--- config.mk ---
export PLATFORM = sky130hd
export DESIGN_NAME = muldiv_ctrl
export DESIGN_NICKNAME = d
export VERILOG_FILES = /design/src/rtl/muldiv_pkg.sv /design/src/rtl/muldiv_step.sv /design/src/rtl/muldiv_ctrl.sv
export SDC_FILE = /design/constraint.sdc
export NUM_CORES = 1
export LEC_CHECK = 0
export CORE_MARGIN = 4
export CORE_UTILIZATION = 59
export CTS_BUF_LIST = sky130_fd_sc_hd__clkbuf_4
export CTS_CLUSTER_DIAMETER = 40
export DETAILED_ROUTE_END_ITERATION = 8
export PLACE_DENSITY = 0.83
export SETUP_SLACK_MARGIN = 0.4
export SYNTH_ARGS = -nofsm -noshare
export SYNTH_HDL_FRONTEND = slang
export SYNTH_SLANG_ARGS = --single-unit
--- constraint.sdc ---
create_clock -name clk -period 4.3 [get_ports clk]
set_clock_uncertainty 0.2 [all_clocks]
set_input_delay 0.645 -clock clk [delete_from_list [all_inputs] [get_ports clk]]
set_output_delay 0.645 -clock clk [all_outputs]
set_load 0.005 [all_outputs]
--- src/rtl/muldiv_pkg.sv ---
// Shared types and sizing for the iterative multiply/divide unit.
package muldiv_pkg;
  localparam int WIDTH_DEF = 32;
  localparam int CNT_W     = $clog2(WIDTH_DEF);

  typedef enum logic [1:0] {ST_IDLE, ST_MUL, ST_DIV} state_e;
  typedef enum logic {MODE_MUL, MODE_DIV} mode_e;
endpackage

--- src/rtl/muldiv_step.sv ---
// One combinational iteration: shift-add multiply step or restoring divide step.
module muldiv_step
  import muldiv_pkg::*;
#(
  parameter int WIDTH = WIDTH_DEF
) (
  input  mode_e              mode,
  input  logic [2*WIDTH:0]   acc_i,
  input  logic [WIDTH-1:0]   opnd_i,
  output logic [2*WIDTH:0]   acc_o
);
  logic [WIDTH:0]   mul_sum;
  logic [WIDTH:0]   rem_sh;
  logic [WIDTH-1:0] rem_new;
  logic [WIDTH-1:0] quo_sh;

  always_comb begin
    mul_sum = acc_i[2*WIDTH:WIDTH];
    if (acc_i[0]) mul_sum = acc_i[2*WIDTH:WIDTH] + {1'b0, opnd_i};

    // remainder keeps its top bit during the shift so the compare never overflows
    rem_sh  = {acc_i[2*WIDTH-1:WIDTH], acc_i[WIDTH-1]};
    quo_sh  = {acc_i[WIDTH-2:0], 1'b0};
    rem_new = rem_sh[WIDTH-1:0];
    if (rem_sh >= {1'b0, opnd_i}) begin
      rem_new   = WIDTH'(rem_sh - {1'b0, opnd_i});
      quo_sh[0] = 1'b1;
    end

    if (mode == MODE_MUL) acc_o = {1'b0, mul_sum, acc_i[WIDTH-1:1]};
    else                  acc_o = {1'b0, rem_new, quo_sh};
  end
endmodule

--- src/rtl/muldiv_ctrl.sv ---
// Multiply/divide sequencer: FSM, iteration counter, operand latch, HI/LO and stall.
//   state   | meaning
//   ST_IDLE | no operation; accepts start_mul/start_div unless flushed
//   ST_MUL  | MULTU iterating, acc holds {carry, upper, lower} product
//   ST_DIV  | DIVU iterating, acc holds {0, remainder, quotient}
module muldiv_ctrl
  import muldiv_pkg::*;
#(
  parameter int WIDTH = WIDTH_DEF
) (
  input  logic             clk,
  input  logic             rst_n,
  input  logic             start_mul,
  input  logic             start_div,
  input  logic [WIDTH-1:0] op_a,
  input  logic [WIDTH-1:0] op_b,
  input  logic             rd_hi,
  input  logic             rd_lo,
  input  logic             flush,
  output logic             busy,
  output logic             stall,
  output logic             done,
  output logic             div_zero,
  output logic [WIDTH-1:0] hi,
  output logic [WIDTH-1:0] lo
);
  localparam int CW = $clog2(WIDTH);

  state_e           state_q, state_d;
  logic [CW-1:0]    count_q, count_d;
  logic [2*WIDTH:0] acc_q, acc_d, acc_nxt;
  logic [WIDTH-1:0] opnd_q, opnd_d;
  logic [WIDTH-1:0] hi_q, hi_d, lo_q, lo_d;
  logic             done_q, done_d, dz_q, dz_d;
  mode_e            mode;

  assign mode = (state_q == ST_DIV) ? MODE_DIV : MODE_MUL;

  muldiv_step #(.WIDTH(WIDTH)) u_step (
    .mode   (mode),
    .acc_i  (acc_q),
    .opnd_i (opnd_q),
    .acc_o  (acc_nxt)
  );

  always_comb begin
    state_d = state_q;
    count_d = count_q;
    acc_d   = acc_q;
    opnd_d  = opnd_q;
    hi_d    = hi_q;
    lo_d    = lo_q;
    dz_d    = dz_q;
    done_d  = 1'b0;
    case (state_q)
      ST_IDLE: begin
        if (!flush) begin
          if (start_mul) begin
            state_d = ST_MUL;
            count_d = '0;
            opnd_d  = op_a;
            acc_d   = {1'b0, {WIDTH{1'b0}}, op_b};
          end else if (start_div) begin
            state_d = ST_DIV;
            count_d = '0;
            opnd_d  = op_b;
            acc_d   = {1'b0, {WIDTH{1'b0}}, op_a};
          end
        end
      end
      ST_MUL, ST_DIV: begin
        if (flush) begin
          state_d = ST_IDLE;
        end else begin
          acc_d   = acc_nxt;
          count_d = count_q + CW'(1);
          if (count_q == CW'(WIDTH - 1)) begin
            state_d = ST_IDLE;
            hi_d    = acc_nxt[2*WIDTH-1:WIDTH];
            lo_d    = acc_nxt[WIDTH-1:0];
            dz_d    = (state_q == ST_DIV) && (opnd_q == '0);
            done_d  = 1'b1;
          end
        end
      end
      default: state_d = ST_IDLE;
    endcase
  end

  always_ff @(posedge clk or negedge rst_n) begin
    if (!rst_n) begin
      state_q <= ST_IDLE;
      count_q <= '0;
      acc_q   <= '0;
      opnd_q  <= '0;
      hi_q    <= '0;
      lo_q    <= '0;
      done_q  <= 1'b0;
      dz_q    <= 1'b0;
    end else begin
      state_q <= state_d;
      count_q <= count_d;
      acc_q   <= acc_d;
      opnd_q  <= opnd_d;
      hi_q    <= hi_d;
      lo_q    <= lo_d;
      done_q  <= done_d;
      dz_q    <= dz_d;
    end
  end

  assign busy     = (state_q != ST_IDLE);
  assign stall    = busy & (rd_hi | rd_lo | start_mul | start_div);
  assign done     = done_q;
  assign div_zero = dz_q;
  assign hi       = hi_q;
  assign lo       = lo_q;
endmodule

Figure 1. Register map, names as in the netlist (run 1).
The bar under the picture is 50 µm long. Other sequential cells in the stronger gray, the rest of the logic in the fainter gray.
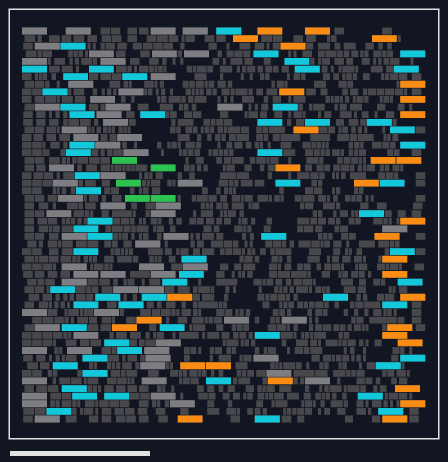
Key: green = `count_q` [sequential cells 5]; orange = `hi` [sequential cells 32]; cyan = `acc_q` [sequential cells 64, where widely spread]
Another 68 sequential cells are not colored.
Seq/total area: 29.4%
power attributed to sequential cells: 0.00264 W
core occupancy in the finished layout: 70.4%

Figure 2. Routed metal, one color a layer (run 1).
Only two layers are drawn.
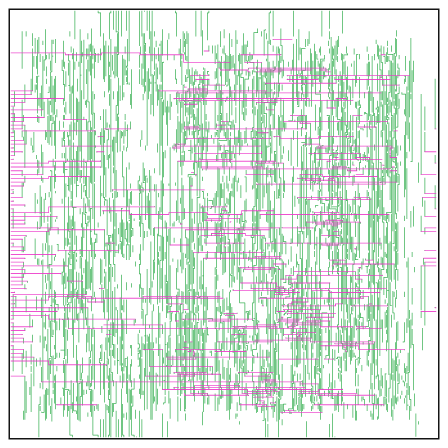
Key: green = met2 [wire length 17200 µm]; magenta = met3 [wire length 4000 µm]
wire length per cell: 21.5 µm
vias post-DR: 11700

Figure 3. Signal wires on met1 (run 1).
The bar under the picture is 50 µm long. Supply wires on this layer in gray. Cells faint in the background.
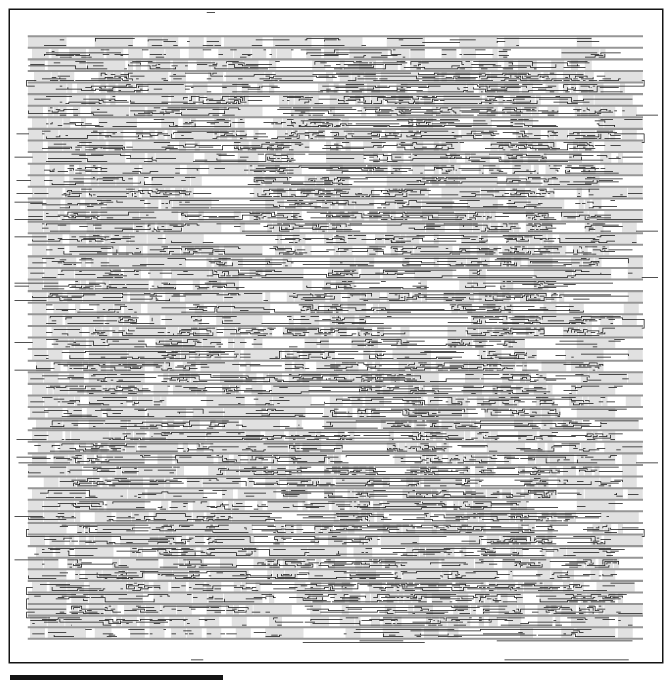
The layer carries 16600 µm of wire. The longest straight run is 52.0 µm. The layer holds 42% of the routed length. 1556 nets have wire on it. The wires run mostly horizontal.
met1 GRT Util: 46.0%
aggregate routed wire length: 39000 µm

==> summary.txt, run 1 <==
Reports from this run.

- The total power draw reads around 0.011 W.
- The growth of design area from synthesis to finish reads 15.9%.
- The number of H-tree levels is 4.
- Synthesis produced 1436 cells.
- The required time at the endpoint of the critical path is 4.63 ns.
- The post-route worst setup slack reads 0.545 ns.
- The post-synthesis net count reads 1577.
- The maximum number of pins on one net before global-route repair is 73.
- Looking at the max-slew report, the worst-margin pin has a slew of 1.07 ns.
- The run finished with clean final reports.
- The worst setup path is of the reg2reg kind.
- The worst setup path is launched from a flip-flop.
- The pre-CTS setup slack is between 0.4 and 0.5 ns.
- The number of fillers in the final layout is 1624.
- The floorplan core density is 60.7%.
- The most common logic cells in the final layout are dfrtp_1, nand2_1, clkdlybuf4s50_1, o21ai_0, nor2_1.
- In this run, flip-flops and latches consume 23.2% of the power.
- The post-placement cell area is about 0.014 mm².
- The count of endpoints failing hold in the final timing report is 0.
- The initial antenna violation count reads 1.
- The arrival time at the worst endpoint is 4.08 ns.
- Setup repair after global routing could not meet its margin everywhere.
- The OpenROAD warning count reads 28.
- Per the skew report, the later register of the worst-skew pair sees a clock latency of 0.63 ns.
- A synthesized cell averages 8.64 µm².
- The pre-antenna-repair detailed-routing pass consisted of 7 iterations.
## run 1: area by class of cell
class / instances / area share (%)
multi-input cells: 1126 / 53.5
inverters: 56 / 1.46
diodes: 1 / 0.0174
clock buffers: 17 / 0.888
repair buffers: 161 / 11.2
flip-flops and latches: 169 / 29.4
clock inverters: 15 / 1.24
well taps: 270 / 2.35
## run 1: metal layers
metal	share of wire, %	vias up	track usage [%]
met5	0	-	0
met4	3.2	0	10.8
met2	44	548	50.1
met1	42	5561	46.0
li1	-	5486	-
met3	10	80	8.28
## run 1: worst max-delay path: stages (launching register included)
cell and delay [ns]:
dfrtp_1 0.41, inv_1 0.16, ha_1 0.20, inv_1 0.06
fa_1 0.41, a21o_1 0.21, a221o_1 0.43, a32oi_2 0.31
a21oi_1 0.15, or3_1 0.36, a21oi_1 0.18, xor2_1 0.11
o221a_1 0.23, o32ai_1 0.25
## run 1: power groups by stage
| stage | clock network (W) | registers (W) | logic (W) |
|---|---|---|---|
| after floorplan | 0 | 0.00237 | 0.00560 |
| after global placement | 0 | 0.00262 | 0.00735 |
| after detailed placement | 0 | 0.00264 | 0.00740 |
| after CTS | 0.000999 | 0.00260 | 0.00744 |
| after global routing | 0.00107 | 0.00268 | 0.00846 |
| final | 0.000989 | 0.00264 | 0.00773 |
## run 1: timing repair
action,4_1_cts,5_1_grt
hold buffers,1,0
endpoints found under the setup margin,0,34
setup buffers,0,2
resized,0,7
hold endpoints to repair,66,0
## run 1: worst min path at each step
stage                          start    endpoint  slack, ns
after floorplan                rst_n    acc_q[0]       0.15
after global placement    count_q[3]  count_q[3]       0.25
after detailed placement  count_q[3]  count_q[3]       0.27
after CTS                 count_q[3]  count_q[3]       0.29
after global routing      count_q[3]  count_q[3]       0.33
final                     count_q[3]  count_q[3]       0.29
==> inputs of run 2 (changes only) <==
--- a/config.mk
+++ b/config.mk
@@ -5,6 +5,7 @@
 export SDC_FILE = /design/constraint.sdc
 export NUM_CORES = 1
 export LEC_CHECK = 0
+export CAP_MARGIN = 20
 export CORE_MARGIN = 4
 export CORE_UTILIZATION = 59
 export CTS_BUF_LIST = sky130_fd_sc_hd__clkbuf_4
==> constraint.sdc (replaced) <==
create_clock -name clk -period 4.3 [get_ports clk]
set_clock_uncertainty 0.2 [all_clocks]
set_input_delay 0.645 -clock clk [delete_from_list [all_inputs] [get_ports clk]]
set_output_delay 0.645 -clock clk [all_outputs]
set_load 0.02 [all_outputs]
Figure 4. Signal wires on met1 (run 2).
The bar under the picture is 50 µm long. Supply wires on this layer in gray. Cells faint in the background.
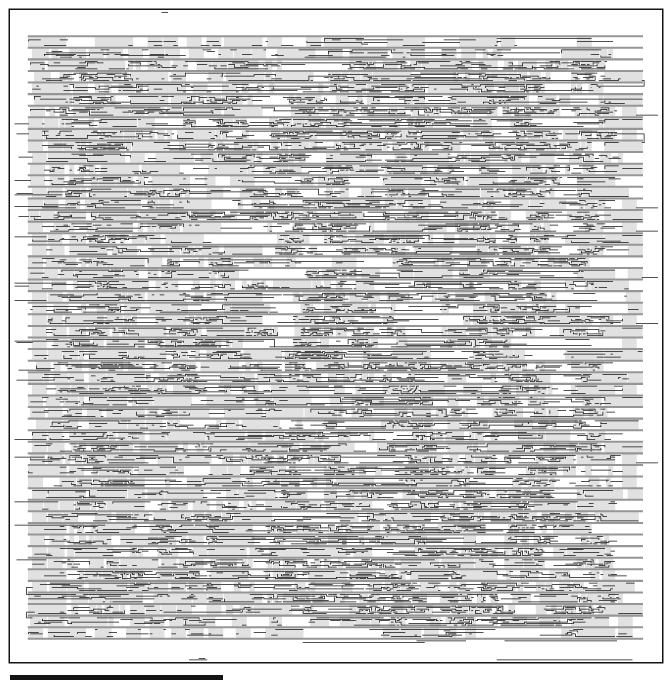
1559 nets have wire on it. The layer holds 43% of the routed length. The longest straight run is 52.4 µm.
met1 GRT Util: 47.5%
aggregate routed wire length: 39200 µm
vias post-DR: 11700

Figure 5. Routed metal, one color a layer (run 2).
Only two layers are drawn.
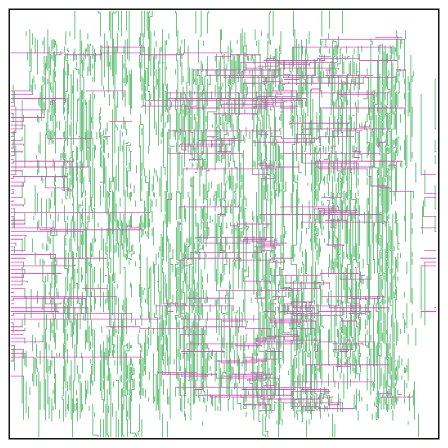
Key: green = met2 [wire length 17600 µm]; magenta = met3 [wire length 3740 µm]
total track usage: 33.1%
wire length per cell: 21.6 µm

Figure 6. Congestion heat map (run 2).
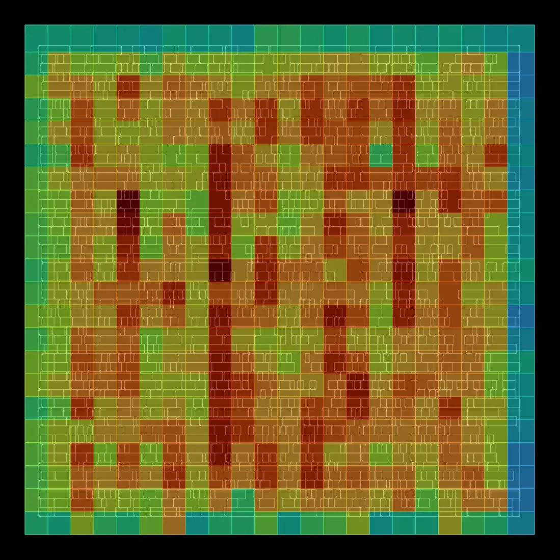
global-route layer with the greatest usage: met2
met3 capacity usage during global routing: 6.42%
met2 GRT Util: 51.7%
core occupancy in the finished layout: 70.3%

==> run 2 against run 1 <==
Synthesized area did not move. Largest cell class unchanged. Critical path depth down 2. Cell count is essentially flat. Synthesized cell count unchanged. Highest routed layer unchanged. Critical endpoint is now hi[31]. Count of clock-buffer cells in the layout did not move. Core utilization about the same. Critical path type unchanged. Sequential cell count unchanged.
==> summary.txt, run 2 <==
Reports from this run.

- The OpenROAD warning count reads 28 (unchanged).
- The post-synthesis average cell area is 8.64 µm² (unchanged).
- The warning tally printed by Yosys for this design is 0.
- The cell area after technology mapping is 0.0124 mm².
- The pre-CTS setup slack is 0.424 ns (-0.0307 ns).
- The register with the most flip-flops in the layout has 64 of them.
- The synthesis stat section lists a flop and latch total of 169.
- The global-route wire length before repair reads roughly 62000 µm.
- The run finished with clean final reports.
- The die area reads ~0.023 mm².
- STA classifies the critical path startpoint as a flip-flop.
- The total power draw was 0.0114 W (about the same).
- The final critical-path share of the clock period is 86.9%.
- The tightest hold path in the finished design has a slack of 0.289 ns.
- The number of buffers inserted to repair setup after CTS was 0 (unchanged).
- The post-synthesis net count reads 1577 (unchanged).
- The number of H-tree levels reads 4 (unchanged).
- The floorplan core density reads 60.7% (unchanged).
- The post-placement cell area is 0.0140 mm² (about the same).
- The proportion of synthesized chip area in sequential cells reads 34.1%.
- Setup repair after global routing could not meet its margin everywhere.
- The maximum number of pins on one net before global-route repair is 73 (unchanged).
- The initial antenna violation count came to 2 (+1).
- The number of fillers in the final layout was 1671 (+2.9%).
- The number of buffers added to fix hold violations after cts is 1 (unchanged).
- The slew at the pin with the worst max-slew slack is 0.815 ns (-0.254 ns).
- The arrival time at the worst endpoint was 4.07 ns (about the same).
- The area fraction in and, or, nand and nor cells reads 15.4%.
- In this build the clock could be raised as far as 0.268 GHz.
- The count of cells resized by post-cts repair reads 1 (+1).
- The count of endpoints failing hold in the final timing report reads 0 (unchanged).
- The gate count of the mapped netlist was 1436 (unchanged).
- The post-route worst setup slack reads 0.562 ns (+0.0175 ns).
- By instance count after routing, the leading logic cell types are dfrtp_1, nand2_1, clkdlybuf4s50_1, o21ai_0, nor2_1.
- The growth of design area from synthesis to finish is 15.8% (about the same).
- The library cell used as clock root buffer reads clkbuf_4.
- The worst hold path begins at count_q[3].
- The number of optimization iterations in the first detailed-route pass is 7 (unchanged).
- The clock latency of the later-clocked register in the worst-skew pair reads 0.62 ns (about the same).
- The required time at the endpoint of the critical path reads 4.64 ns (about the same).
- The violation count after the first detailed-routing iteration reads 1095.
- By startpoint and endpoint, the worst setup path is classified as reg2reg.
[run 2: cell counts after synthesis]
No cell type changed its count.
[run 2: layer usage]
| layer | up-vias | part of all wire, % | global-route usage, % |
|---|---|---|---|
| met1 | 5618 | 43 | 47.5 |
| met4 | 0 | 2.4 | 8.66 |
| met3 | 75 | 9.5 | 6.42 |
| li1 | 5483 | - | - |
| met2 | 548 | 45 | 51.7 |
| met5 | - | 0 | 0 |
[run 2: where the power goes]
part           leakage [nW]  switching (W)  internal [W]  total (W)
registers              2.24       0.000620       0.00202    0.00264
logic                  4.16        0.00483       0.00291    0.00774
clock network         0.160       0.000720      0.000273   0.000992
total                  6.56        0.00617       0.00520     0.0114
[run 2: cell type report]
cell class / instances / area [µm²] / area share (%)
Multi-Input combinational cell: 1126 / 7690 / 53.5
Sequential cell: 169 / 4230 / 29.4
Timing Repair Buffer: 162 / 1600 / 11.1
Tap cell: 270 / 338 / 2.35
Inverter: 56 / 210 / 1.46
Clock inverter: 15 / 176 / 1.23
Clock buffer: 17 / 128 / 0.888
Antenna cell: 1 / 2.50 / 0.0174
[run 2: critical path, stage by stage, from the launching register on]
cell and delay (ns):
dfrtp_1 0.50, ha_1 0.29, fa_1 0.48, a211oi_2 0.32, nor4_2 0.12, nor4_4 0.42
o31ai_4 0.16, a21oi_4 0.27, o41ai_1 0.14, a221oi_1 0.33, o31ai_1 0.15, mux2_2 0.28
[run 2: worst paths after layout]
path / to / cells past startpoint
setup reg to reg: hi[31] / 11
min in group asynchronous: lo[8] / 2
hold reg to reg: count_q[3] / 1
setup / recovery: hi[31] / 11
max in group asynchronous: acc_q[56] / 3
hold / removal: count_q[3] / 1
Power figures rest on the tool's default switching activity, not on a simulated workload.
